Design ad9122_spi_slave_regfile_flat, sky130hd; sources not shown.
### The metal 1 layer

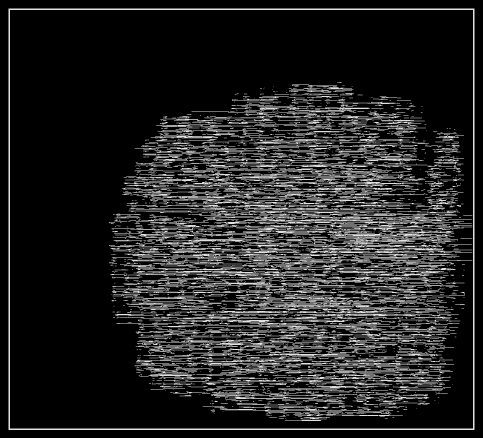
The wires run mostly horizontal. The longest straight run is 94.0 µm.
via count: 30900
drt total wl: 145 mm
met1 GRT Util: 23.3%

### Metal 2

The bar under the picture is 100 µm long.
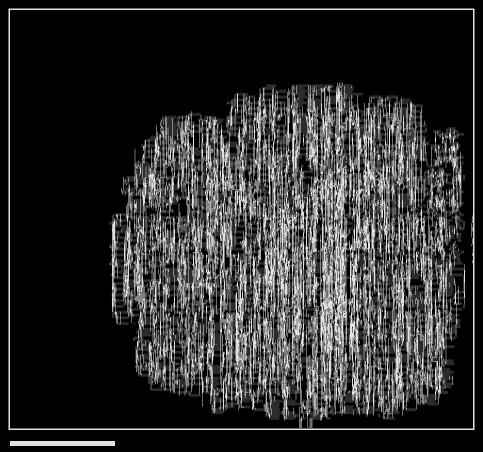
The wires run mostly vertical. The longest straight run is 97.9 µm. The layer carries 64.8 mm of wire. 3027 nets have wire on it. The layer holds 45% of the routed length.
met2 usage: 24.6%

==> results.json <==
{
  "edf_count": 1024,
  "grt_use_total_pct": 16.1,
  "synth-simple-area-share_pct": 16.5,
  "ys_seq_share_pct": 63.1,
  "worst_setup_path_end_kind": "flop",
  "tritoncts": "yes",
  "tightest_slew_ns": 1.21,
  "largest_reg_flops": 1024,
  "ys_sh_mux_pct": 13.3,
  "io_buffer_count": 31,
  "finalMaxSlewViolations": 0,
  "grt_pass1_vias": 29500,
  "initial_utilization_pct": 32.3,
  "die_y_um": 397,
  "grt_max_degree": 109,
  "nets": 3631,
  "power_density_nw_per_um2": 202,
  "reg2reg_slack_ns": 4.22,
  "worstHoldPathType": "flop to flop",
  "io_pins": 32,
  "async_reset_ff_share_pct": 0,
  "ys_warn_count": 0,
  "wl_per_cell_um": 24.9,
  "ys_types": 72,
  "area_growth_pct": 11.5,
  "synth-cells-yosys": 3636,
  "setup_slack_ns": 3.39,
  "dieArea_um2": 174000,
  "max_freq_mhz": 200,
  "period_needed_ns": 5.01,
  "ff_latch_area_um2": 32600,
  "layout-drive-gt1-share_pct": 15.9,
  "avgViaCountPerCell": 5.30,
  "rr_worst_depth": 6,
  "clock-sinks": 1112,
  "leakagePower_uw": 0.0194,
  "maxSlewHeadroom_pct": 18.9,
  "cp_slowest_cell": "o21ai_0",
  "crit_chain": "buf_2 > buf_4 > and2_2 > nand4_1 > o21ai_0",
  "finalCritPeriodShare_pct": 59.6,
  "cts_inserted_buffers": 114,
  "log.warning_count": 31,
  "lay_top_count": "edfxtp_1",
  "synth-compound-area-share_pct": 3.59,
  "syn_area_um2": 51500,
  "htree_levels": 3,
  "yosysTopAreaCell": "edfxtp_1",
  "crit_type": "primary input to flop",
  "num_rows": 139,
  "drc": 0,
  "mi_logic_area_um2": 17500,
  "ys_area_um2": 51500,
  "top_logic_kind": "simple AND/OR/NAND/NOR gates",
  "final_cell_mix": "edfxtp_1, and2_1, mux4_2",
  "final-setup-viol-count": 0,
  "place_area_um2": 53600,
  "clockBufferDepth": 3,
  "startpoint_type": "primary input",
  "clk_latency_ns": 0.70,
  "fillers": 15100,
  "coreArea_um2": 160000,
  "dp_hpwl_mm": 90.3,
  "ys_top_cells_by_count": "edfxtp_1, and2_1, mux4_2",
  "antenna_found_initial": 3,
  "status": "finished, final reports clean",
  "cp_slowest_stage_delay_ns": 1.25,
  "gp_congestion": 0.842,
  "cp.arrival_ns": 5.31,
  "rsz0062_at_grt": "no",
  "grt-ovfl-total": 0,
  "yosysTopAreaCellShare_pct": 59.7,
  "ys_sh_xor_pct": 0.391,
  "fin_tns_setup_ns": 0,
  "ys_top_cells_by_area": "edfxtp_1, and2_1, mux4_2",
  "vdd_drop_max_mv": 0.156,
  "required_ns": 8.71,
  "drv_cap": 0,
  "min_path_cells": 1,
  "fin_skew_ns": 0.0284,
  "root_buffer": "clkbuf_16",
  "ant_nets": 0,
  "drtIter0Drc": 3970,
  "ys_seq_elements": 1112,
  "dr.pass1.iters": 6,
  "clk_transition_reported_paths_ns": 0.06,
  "flop_cell": "edfxtp_1",
  "fin_area_um2": 57500,
  "grt_pass1_wl_mm": 210,
  "hold_viol": 0
}
==> cell families (layout without fill, tap and decap cells) <==
kind of cell             after synthesis  after routing
XOR/XNOR                              23             23
other                                  1             11
flip-flops                          1112           1112
adder cells (fa/ha/maj)                5              5
AND/OR/NAND/NOR                     1490           1490
multiplexers                         376            376
buffers and inverters                332            394
AND-OR/OR-AND                        297            297
==> final cells by class <==
type	instances	share of cell area, %
sequential	1112	56.7
multi-input combinational	2200	30.5
timing repair buffer	169	2.10
clock inverter	58	0.490
inverter	16	0.109
clock buffer	151	5.50
tap	2115	4.61
antenna	2	0.00871
==> metrics by stage <==
step | power [µW] | utilization, % | hold slack, ns | instances
floorplan | 6780 | - | 0.412 | 3644
global placement | 6950 | 33.6 | 0.417 | 5536
detailed placement | 6960 | 33.6 | 0.427 | 5538
CTS | 11700 | 35.7 | 0.439 | 5747
global route | 11900 | 36.0 | 0.455 | 5821
finish | 11600 | 36.0 | 0.438 | 5823
==> report_power, final <==
group,internal [µW],switching [µW],leakage [µW]
logic,226,322,0.00642
clock network,2650,2100,0.00171
registers,6220,92.3,0.0113
==> critical path: cells and delay by family <==
kind / cells / cell delay, ns
AND-OR/OR-AND: 1 / 1.25
AND/OR/NAND/NOR: 2 / 1.80
buffers and inverters: 2 / 0.53
==> per-layer routing <==
metal | up-vias | part of all wire (%) | GRT usage (%)
met4 | 4 | 2.9 | 4.38
met3 | 240 | 8.5 | 3.09
met2 | 1442 | 45 | 24.6
li1 | 13400 | - | -
met5 | - | 0.017 | 0
met1 | 15800 | 44 | 23.3
Power is estimated from default activity; no workload was simulated.
